File: src/rtl/booth_mul_seq_if.sv
// Handshake and operand/result bundle for the sequential Booth multiplier.
interface booth_mul_seq_if #(
  parameter int WIDTH = 32
);
  logic             start;
  logic [WIDTH-1:0] multiplicand;
  logic [WIDTH-1:0] multiplier;
  logic             busy;
  logic             done;
  logic [WIDTH-1:0] product_hi;
  logic [WIDTH-1:0] product_lo;

  modport master (
    output start, multiplicand, multiplier,
    input  busy, done, product_hi, product_lo
  );

  modport slave (
    input  start, multiplicand, multiplier,
    output busy, done, product_hi, product_lo
  );
endinterface

File: src/rtl/booth_mul_seq.sv
// Sequential radix-4 Booth multiplier: one recoded bit-pair per clock,
// WIDTH/2 iterations, signed WIDTH x WIDTH -> 2*WIDTH product.
//
// state | meaning
// IDLE  | waiting for start; product registers hold last result
// RUN   | one bit-pair iteration per cycle, busy=1
// DONE  | single-cycle done pulse; a start here begins the next multiply
//
// WIDTH must be even and at least 4.
module booth_mul_seq #(
  parameter int WIDTH = 32
) (
  input  logic          Clock,
  input  logic          Clear,
  booth_mul_seq_if.slave bus
);

  localparam int AW = WIDTH + 2;
  localparam int CW = $clog2(WIDTH / 2);
  localparam logic [CW-1:0] LAST = CW'(WIDTH / 2 - 1);

  typedef enum logic [1:0] {IDLE, RUN, DONE} state_t;

  state_t           state, state_nxt;
  logic [AW-1:0]    a;
  logic [WIDTH-1:0] q;
  logic [WIDTH-1:0] m;
  logic             q_m1;
  logic [CW-1:0]    count;
  logic [WIDTH-1:0] prod_hi;
  logic [WIDTH-1:0] prod_lo;

  logic [AW-1:0]    m_ext;
  logic [AW-1:0]    m_dbl;
  logic [AW-1:0]    addend;
  logic [AW-1:0]    sum;
  logic [AW-1:0]    a_sh;
  logic [WIDTH-1:0] q_sh;
  logic             accept;

  // DONE leaves unconditionally; a start seen there is taken immediately so
  // back-to-back multiplies run every WIDTH/2+1 cycles.
  assign accept = bus.start && (state == IDLE || state == DONE);

  // State register
  always_ff @(posedge Clock or negedge Clear) begin
    if (!Clear) state <= IDLE;
    else        state <= state_nxt;
  end

  // Next-state logic
  always_comb begin
    state_nxt = state;
    case (state)
      IDLE:    if (bus.start) state_nxt = RUN;
      RUN:     if (count == LAST) state_nxt = DONE;
      DONE:    state_nxt = bus.start ? RUN : IDLE;
      default: state_nxt = IDLE;
    endcase
  end

  // Booth recoding, add, and 2-bit arithmetic shift of {A,Q,q_m1}
  always_comb begin
    m_ext = {{2{m[WIDTH-1]}}, m};
    m_dbl = {m_ext[AW-2:0], 1'b0};
    case ({q[1:0], q_m1})
      3'b001, 3'b010: addend = m_ext;
      3'b011:         addend = m_dbl;
      3'b100:         addend = -m_dbl;
      3'b101, 3'b110: addend = -m_ext;
      default:        addend = '0;
    endcase
    sum  = a + addend;
    a_sh = {{2{sum[AW-1]}}, sum[AW-1:2]};
    q_sh = {sum[1:0], q[WIDTH-1:2]};
  end

  // Iteration datapath and result capture on the last iteration
  always_ff @(posedge Clock or negedge Clear) begin
    if (!Clear) begin
      a       <= '0;
      q       <= '0;
      m       <= '0;
      q_m1    <= 1'b0;
      count   <= '0;
      prod_hi <= '0;
      prod_lo <= '0;
    end else if (accept) begin
      a     <= '0;
      q     <= bus.multiplier;
      m     <= bus.multiplicand;
      q_m1  <= 1'b0;
      count <= '0;
    end else if (state == RUN) begin
      a     <= a_sh;
      q     <= q_sh;
      q_m1  <= q[1];
      count <= count + 1'b1;
      if (count == LAST) begin
        prod_hi <= a_sh[WIDTH-1:0];
        prod_lo <= q_sh;
      end
    end
  end

  assign bus.busy       = (state == RUN);
  assign bus.done       = (state == DONE);
  assign bus.product_hi = prod_hi;
  assign bus.product_lo = prod_lo;

endmodule
File: src/flat_wrapper.sv
// flat-port wrapper written by rule: the top's interface ports become plain ports
module booth_mul_seq_flat 
#(
  parameter int WIDTH = 32
)
  (Clock, Clear, bus_start, bus_multiplicand, bus_multiplier, bus_busy, bus_done, bus_product_hi, bus_product_lo);
  booth_mul_seq_if #(.WIDTH(WIDTH)) bus_i ();
  input  logic Clock;
  input  logic Clear;
  input wire logic [$bits(bus_i.start)-1:0] bus_start;
  input wire logic [$bits(bus_i.multiplicand)-1:0] bus_multiplicand;
  input wire logic [$bits(bus_i.multiplier)-1:0] bus_multiplier;
  output wire logic [$bits(bus_i.busy)-1:0] bus_busy;
  output wire logic [$bits(bus_i.done)-1:0] bus_done;
  output wire logic [$bits(bus_i.product_hi)-1:0] bus_product_hi;
  output wire logic [$bits(bus_i.product_lo)-1:0] bus_product_lo;
  assign bus_i.start = bus_start;
  assign bus_i.multiplicand = bus_multiplicand;
  assign bus_i.multiplier = bus_multiplier;
  assign bus_busy = bus_i.busy;
  assign bus_done = bus_i.done;
  assign bus_product_hi = bus_i.product_hi;
  assign bus_product_lo = bus_i.product_lo;
  booth_mul_seq #(.WIDTH(WIDTH)) u_core (.Clock(Clock), .Clear(Clear), .bus(bus_i));
endmodule
File: config.mk
export PLATFORM = sky130hd
export DESIGN_NAME = booth_mul_seq_flat
export DESIGN_NICKNAME = d
export VERILOG_FILES = /design/src/rtl/booth_mul_seq_if.sv /design/src/rtl/booth_mul_seq.sv /design/src/flat_wrapper.sv
export SDC_FILE = /design/constraint.sdc
export NUM_CORES = 1
export LEC_CHECK = 0
export ABC_AREA = 1
export CAP_MARGIN = 30
export CORE_MARGIN = 2
export CORE_UTILIZATION = 45
export CTS_CLUSTER_SIZE = 20
export DETAILED_ROUTE_END_ITERATION = 8
export PLACE_DENSITY = 0.67
export RECOVER_POWER = 50
export SYNTH_ARGS = -nofsm -noshare
export SYNTH_HDL_FRONTEND = slang
export SYNTH_SLANG_ARGS = --single-unit
File: constraint.sdc
create_clock -name Clock -period 3.75 [get_ports Clock]
set_input_delay 0.75 -clock Clock [delete_from_list [all_inputs] [get_ports Clock]]
set_output_delay 0.75 -clock Clock [all_outputs]
set_load 0.01 [all_outputs]
==> impl_metrics.csv, run 1 <==
group,metric,value,unit
final_timing,rsz0062_at_grt,"true",
final_timing,finalSetupViolations,0,
clocking,cts_inserted_buffers,17,
final_layout,area_growth,24.28,%
logic_synthesis,yosysMostFrequentCell,"nand2_1",
setup_path,slowest_stage,"ha_1",
global_routing,grt_pass1_vias,9025,
flow_run,warning_count,27,
logic_synthesis,top_cells_by_area,"dfrtp_1, nand2_1, o21ai_0",
global_routing,grt_antenna_before_repair,0,
final_timing,max_freq,285.7,MHz
logic_synthesis,synth_seq_share,0.4156,
logic_synthesis,ys_ff,167,
clocking,hold_buffers,0,
logic_synthesis,edf_count,0,
run_status,violations,"capacitance limit, slew limit",
logic_synthesis,ys_chip_area,0.01005,sq mm
clocking,root_buffer,"clkbuf_16",
clocking,clk_path_buf_depth,2,
floorplan,core_area,0.02189,sq mm
logic_synthesis,ys_async_sr_fraction,1.000,
final_timing,fin_skew,13.73,ps
route,remaining_drc_errors,0,
setup_path,timing.rr.end,"u_core.bus.product_hi[23]",
floorplan,rows,54,
final_timing,slew_headroom,-0.4523,
setup_path,max_stage_delay,420,ps
hold_path,whs_path_depth,2,
setup_path,rr_worst_depth,21,
setup_path,worstReg2RegStart,"u_core.m[1]",
final_layout,num-nets-final,1586,
logic_synthesis,netlist_top_cells_count,"nand2_1, dfrtp_1, inv_1",
setup_path,crit_top_cell,"nand2_1",
logic_synthesis,synth_warnings,0,
final_timing,hold_viol,0,
setup_path,regToRegSetupSlack,250,ps
final_timing,drv_slew,161,
logic_synthesis,syn_area,0.01005,sq mm
place,gp_congestion,0.9931,
final_timing,post-route-min-period,3500,ps
clocking,clkLatencyLatePin,440,ps
clocking,clkSlewWorstSetupHoldPaths,80,ps
final_layout,insertedDiodeCount,0,
hold_path,min_path_type,"reg2reg",
floorplan,initCoreUtil,0.4593,
setup_path,crit_chain,"inv_1 -> ha_1 -> nand2_2 -> nor2_4 -> nand2_4 -> nor2_4 -> nand2_2 -> nor2_4 -> xor2_1 -> inv_1 -> nand2_1 -> o2111ai_1 -> ha_1 -> nand2_1 -> nor2_1 -> nand2_1 -> or2_2 -> nand3_1 -> nand2_1 -> nand3_2 -> nand2_1",
setup_path,critPathMaxFanout,5,
hold_path,min_from,"u_core.bus.product_hi[26]",
final_layout,nFillCells,2091,
route,via_per_inst,5.396,
place,dpl_cell_area,0.01175,sq mm
flow_run,max_cap_viol_count,3,
logic_synthesis,top_area_frac,0.4156,
logic_synthesis,netlist_instances,1353,
floorplan,chip_area,0.02355,sq mm
clocking,cts_sinks,167,
run_status,status,"complete, but fails checks",
final_timing,fin_crit_sh,0.9333,
floorplan,dieWidth,153.5,um
setup_path,end_kind,"flop",
hold_path,hold-path-endpoint,"u_core.bus.product_hi[26]",
global_routing,grt_pass1_wl,47.16,mm
setup_path,arrival,3820,ps
logic_synthesis,yosys_cells,1353,
final_layout,drive_above_1_share,0.08289,
route,ant_nets,0,
logic_synthesis,floorplan.nets,1456,
logic_synthesis,synth_top_flop_cell,"dfrtp_1",
clocking,htreeDepth,4,
floorplan,die_h,153.5,um
route,drt_iter0_drc,883,
route,firstDrtPassIters,5,
logic_synthesis,yosysUniqueCellTypes,46,
setup_path,cp.required,4070,ps
setup_path,cp-start-kind,"flop",
logic_synthesis,syn_area_per_cell,7.431,sq um
global_routing,grt_max_degree,78,
final_layout,finish.utilization,0.5708,
run 1: registers in the layout, indices dropped and copies added (netlist names):
name / flops
u_core.a: 32
u_core.bus.product_hi: 32
u_core.bus.product_lo: 32
u_core.m: 32
u_core.q: 32
u_core.count: 4
u_core.state: 2
u_core.q_m1: 1
run 1: cells by family after synthesis:
kind of cell               Yosys count  share of synthesized area
and+or+nand+nor                    665                     0.2820
adders and majority gates           36                    0.04555
xor gates and xnor gates            34                    0.03036
AOI/OAI and AO/OA                  247                     0.1497
DFF                                167                     0.4156
buffers and inverters              204                    0.07678
run 1: critical path: cells and delay by family, from the launching register on:
kind,cells,cell delay [ps]
flops,1,390
xor+xnor,1,160
fa+ha+maj,2,640
compound gates,1,220
buf+inv,2,190
simple gates,15,1770
run 1: worst max-delay path by stage:
stage                            from  slack (ps)                        end  cells after the start
after floorplan           u_core.m[0]         750               u_core.a[14]                     20
after global placement    u_core.m[0]         260  u_core.bus.product_hi[31]                     21
after detailed placement  u_core.m[0]         130  u_core.bus.product_hi[23]                     22
after CTS                 u_core.m[0]         100  u_core.bus.product_hi[23]                     22
after global routing      u_core.m[1]         -30  u_core.bus.product_hi[31]                     23
final                     u_core.m[1]         250  u_core.bus.product_hi[23]                     21
run 1: layout make-up:
type,instances,area [sq um],share of cell area
clock buffers,17,425.4,0.03404
clock inverters,15,180.2,0.01442
repair buffers,157,1503,0.1203
multi-input cells,982,5265,0.4213
flip-flops and latches,167,4179,0.3344
well taps,280,350.3,0.02804
inverters,158,593.1,0.04746
run 1: layer usage:
metal  vias to the layer above  GRT usage  share of wire
met4                         0    0.06291          0.018
met3                        39    0.03232          0.055
met1                      4515     0.3815           0.49
li1                       4714          -              -
met2                       315     0.3682           0.44
met5                         -          0              0
run 1: repair_timing:
item                       4_1_cts  5_1_grt
setup buffers                    0        5
resized                          0       33
setup endpoints to repair        0       30
run 1: layout by cell type (no fill, tap or decap), types with 18 or more instances in the layout:
master / count
clkdlybuf4s50_1: 130
o21ai_0: 112
inv_1: 148
ha_1: 29
nor2_1: 71
dfrtp_1: 167
o221ai_1: 32
buf_4: 18
nand2_1: 431
a21oi_1: 39
xor2_1: 25
nand3_1: 91
run 1: metrics by stage:
| stage | setup WS [ps] | hold WS, ps | instances | TNS [ps] |
|---|---|---|---|---|
| after global placement | 263.5 | 462.6 | 1738 | 0 |
| after floorplan | 752.5 | 453.2 | 1353 | 0 |
| final | 250.0 | 481.2 | 1776 | 0 |
| after detailed placement | 126.4 | 466.9 | 1739 | 0 |
| after CTS | 101.4 | 371.2 | 1771 | 0 |
| after global routing | -26.25 | 503.4 | 1776 | -57.82 |
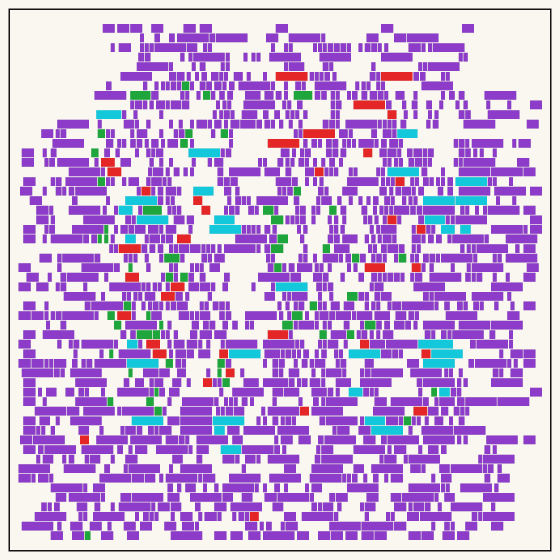
*Cell sizes after repair, run 1*
[drive 1 or less] purple | cells: 1372 | most used: nand2_1
[drive 2] green | cells: 55 | most used: nor2_2
[drive 6 and up] cyan | cells: 33 | most used: clkbuf_16
[drive 3 to 4] red | cells: 36 | most used: buf_4
post-route cell area: 0.01250 sq mm
setup ws final: 250.0 ps

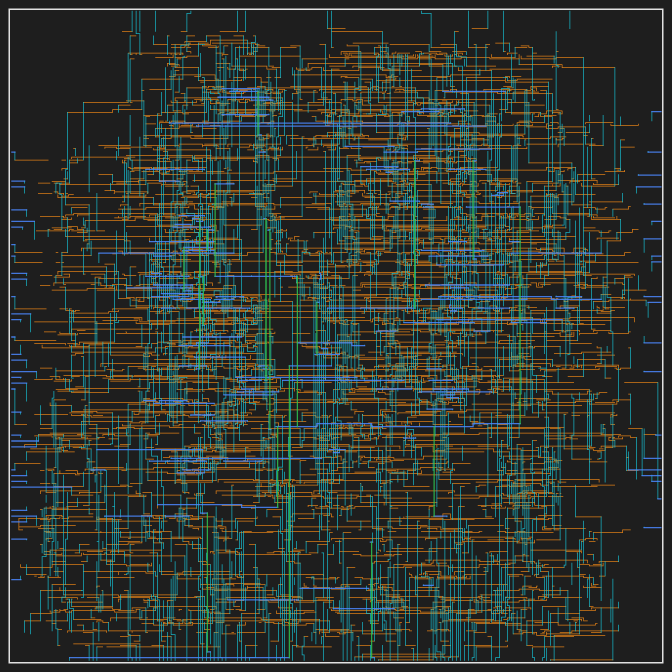
*Routed metal, one color a layer, run 1*
[met3] blue | wire length: 1570 um
[met4] green | wire length: 504 um
[met1] orange | wire length: 14100 um
[met2] cyan | wire length: 12500 um
total wire length: 28.67 mm
WL/cell: 16.14 um
GRT Util Overall: 0.2476
via count: 9583

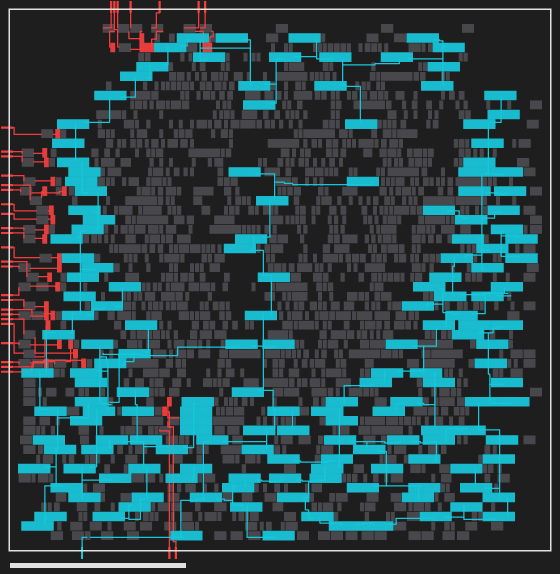
*Nets reached from selected ports, run 1*
The bar under the picture is 50 um long.
[Clear] cyan | bits: 1 | direction: input | edge: bottom | end cells: 167 | buffers: 4 | wire: 1360 um
[bus_multiplicand] red | bits: 32 | direction: input | edge: 23 left, 7 top, 2 bottom | end cells: 32 | buffers: 32 | wire: 451 um
I/O pin total: 133
Port Buffers: 132

==> run 2, diff against run 1 <==
--- a/config.mk
+++ b/config.mk
@@ -8,10 +8,10 @@
 export ABC_AREA = 1
 export CAP_MARGIN = 30
 export CORE_MARGIN = 2
-export CORE_UTILIZATION = 45
+export CORE_UTILIZATION = 31
 export CTS_CLUSTER_SIZE = 20
 export DETAILED_ROUTE_END_ITERATION = 8
-export PLACE_DENSITY = 0.67
+export PLACE_DENSITY = 0.5
 export RECOVER_POWER = 50
 export SYNTH_ARGS = -nofsm -noshare
 export SYNTH_HDL_FRONTEND = slang
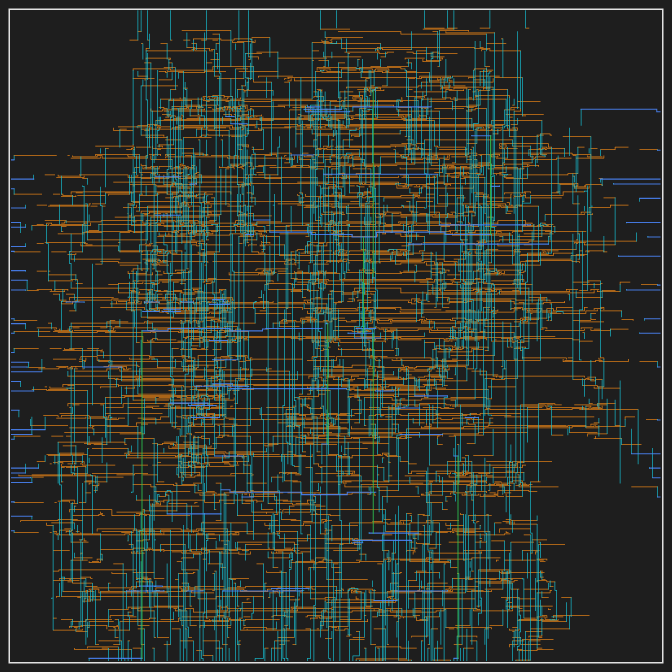
*Routed metal, one color a layer, run 2*
[met3] blue | wire length: 938 um
[met2] cyan | wire length: 13600 um
[met1] orange | wire length: 16100 um
[met4] green | wire length: 348 um
GRT Util Overall: 0.1884
WL/cell: 16.19 um
total wire length: 30.99 mm

==> run 2 against run 1 <==
Area after synthesis did not move; sequential share of layout area decreased by 0.98 points; worst hold slack gained 0.72 ps; global-route usage fell by 5.9 points; non-clock buffer count grew 17; the run still ends with capacitance limit, slew limit left; critical endpoint is now u_core.bus.product_hi[27].
==> impl_metrics.csv, run 2 <==
group,metric,value,unit
run_status,status,"complete, but fails checks",
run_status,violations,"capacitance limit, slew limit",
logic_synthesis,syn_area_per_cell,7.431,sq um
logic_synthesis,synth_warnings,0,
logic_synthesis,synth_top_flop_cell,"dfrtp_1",
final_timing,rsz0062_at_grt,"true",
logic_synthesis,yosysUniqueCellTypes,46,
final_timing,max_freq,284.0,MHz
global_routing,grt_pass1_wl,49.69,mm
flow_run,warning_count,27,
place,gp_congestion,0.8926,
setup_path,cp.required,4110,ps
floorplan,num_io_pins,133,
final_layout,area_growth,28.04,%
logic_synthesis,edf_count,0,
logic_synthesis,yosys_cells,1353,
logic_synthesis,synth_seq_share,0.4156,
floorplan,rows,65,
logic_synthesis,ys_async_sr_fraction,1.000,
setup_path,arrival,3880,ps
final_layout,insertedDiodeCount,0,
final_timing,drv_slew,141,
global_routing,grt_antenna_before_repair,0,
logic_synthesis,netlist_instances,1353,
logic_synthesis,top_cells_by_area,"dfrtp_1, nand2_1, o21ai_0",
clocking,htreeDepth,4,
setup_path,worstReg2RegStart,"u_core.m[1]",
setup_path,critPathLaunch,"u_core.m[1]",
clocking,root_buffer,"clkbuf_16",
global_routing,grt_pass1_vias,9103,
final_timing,fin_skew,14.06,ps
route,vias,9346,
clocking,clkSlewWorstSetupHoldPaths,70,ps
final_timing,tns,0,ps
route,via_per_inst,4.883,
route,firstDrtPassIters,5,
logic_synthesis,floorplan.nets,1456,
floorplan,chip_area,0.03389,sq mm
setup_path,end_kind,"flop",
logic_synthesis,ys_chip_area,0.01005,sq mm
logic_synthesis,netlist_top_cells_count,"nand2_1, dfrtp_1, inv_1",
hold_path,min_path_type,"reg2reg",
logic_synthesis,syn_area,0.01005,sq mm
logic_synthesis,ys_ff,167,
final_timing,finalSetupViolations,0,
setup_path,cp-start-kind,"flop",
final_timing,slew_headroom,-0.9415,
route,ant_nets,0,
final_timing,setup_ws,229.1,ps
logic_synthesis,yosysMostFrequentCell,"nand2_1",
flow_run,max_cap_viol_count,3,
final_layout,drive_above_1_share,0.1025,
final_timing,fin_crit_sh,0.9389,
logic_synthesis,top_area_frac,0.4156,
hold_path,min_from,"u_core.bus.product_hi[11]",
floorplan,initCoreUtil,0.3170,
-- run 2: layout make-up --
class	instances	area, sq um
sequential	167	4179
timing repair buffer	174	1672
multi-input combinational	982	5319
tap	402	503.0
clock buffer	18	439.2
clock inverter	13	168.9
inverter	158	593.1
fill	3322	18840
-- run 2: final timing paths --
kind                       slack (ps)  depth (start not counted)                   endpoint
max                               230                         19  u_core.bus.product_hi[27]
min                               480                          2  u_core.bus.product_hi[11]
max reg2reg                       230                         19  u_core.bus.product_hi[27]
min reg2reg                       480                          2  u_core.bus.product_hi[11]
max in group asynchronous         620                          2  u_core.bus.product_hi[20]
min in group asynchronous        1460                          1  u_core.bus.product_lo[16]
-- run 2: what timing repair did --
action | 4_1_cts | 5_1_grt
setup endpoints to repair | 0 | 37
hold buffers | 0 | 0
buffers inserted | 0 | 4
resized | 0 | 50
endpoints found under the hold margin | 0 | 0
-- run 2: metrics by stage --
step / area [sq um] / util / instances / hold slack (ps)
finish: 12870 / 0.4059 / 1914 / 481.9
global route: 12870 / 0.4059 / 1914 / 507.6
CTS: 12660 / 0.3992 / 1910 / 306.7
detailed placement: 12050 / 0.3800 / 1879 / 467.6
global placement: 12030 / 0.3792 / 1878 / 467.0
floorplan: 10050 / - / 1353 / 453.2
-- run 2: cell families (layout without fill, tap and decap cells) --
| logic type | Yosys count | count (layout) | share of synthesized area |
|---|---|---|---|
| buffers and inverters | 204 | 363 | 0.07678 |
| flip-flops | 167 | 167 | 0.4156 |
| adder cells (fa/ha/maj) | 36 | 36 | 0.04555 |
| XOR/XNOR | 34 | 34 | 0.03036 |
| AND-OR/OR-AND | 247 | 247 | 0.1497 |
| AND/OR/NAND/NOR | 665 | 665 | 0.2820 |
-- run 2: metal layers --
metal	GRT usage	wire length, um
met1	0.2872	16100
met2	0.2833	13610
met5	0	0
met4	0.04320	348
met3	0.02233	938
-- run 2: worst max-delay path, cell delays in order (launching register included) --
cell	delay, ps
dfrtp_1	390
inv_1	110
ha_2	210
nand2_2	70
nor2_4	150
inv_1	130
nor2_1	190
nand2_1	100
nand3_1	100
o2111ai_1	240
ha_1	450
nand2_1	130
nor2_1	260
nand2_1	110
o21ai_2	220
nand3_1	180
a21o_1	200
nand2_1	70
nand2_1	60
nand2_1	90
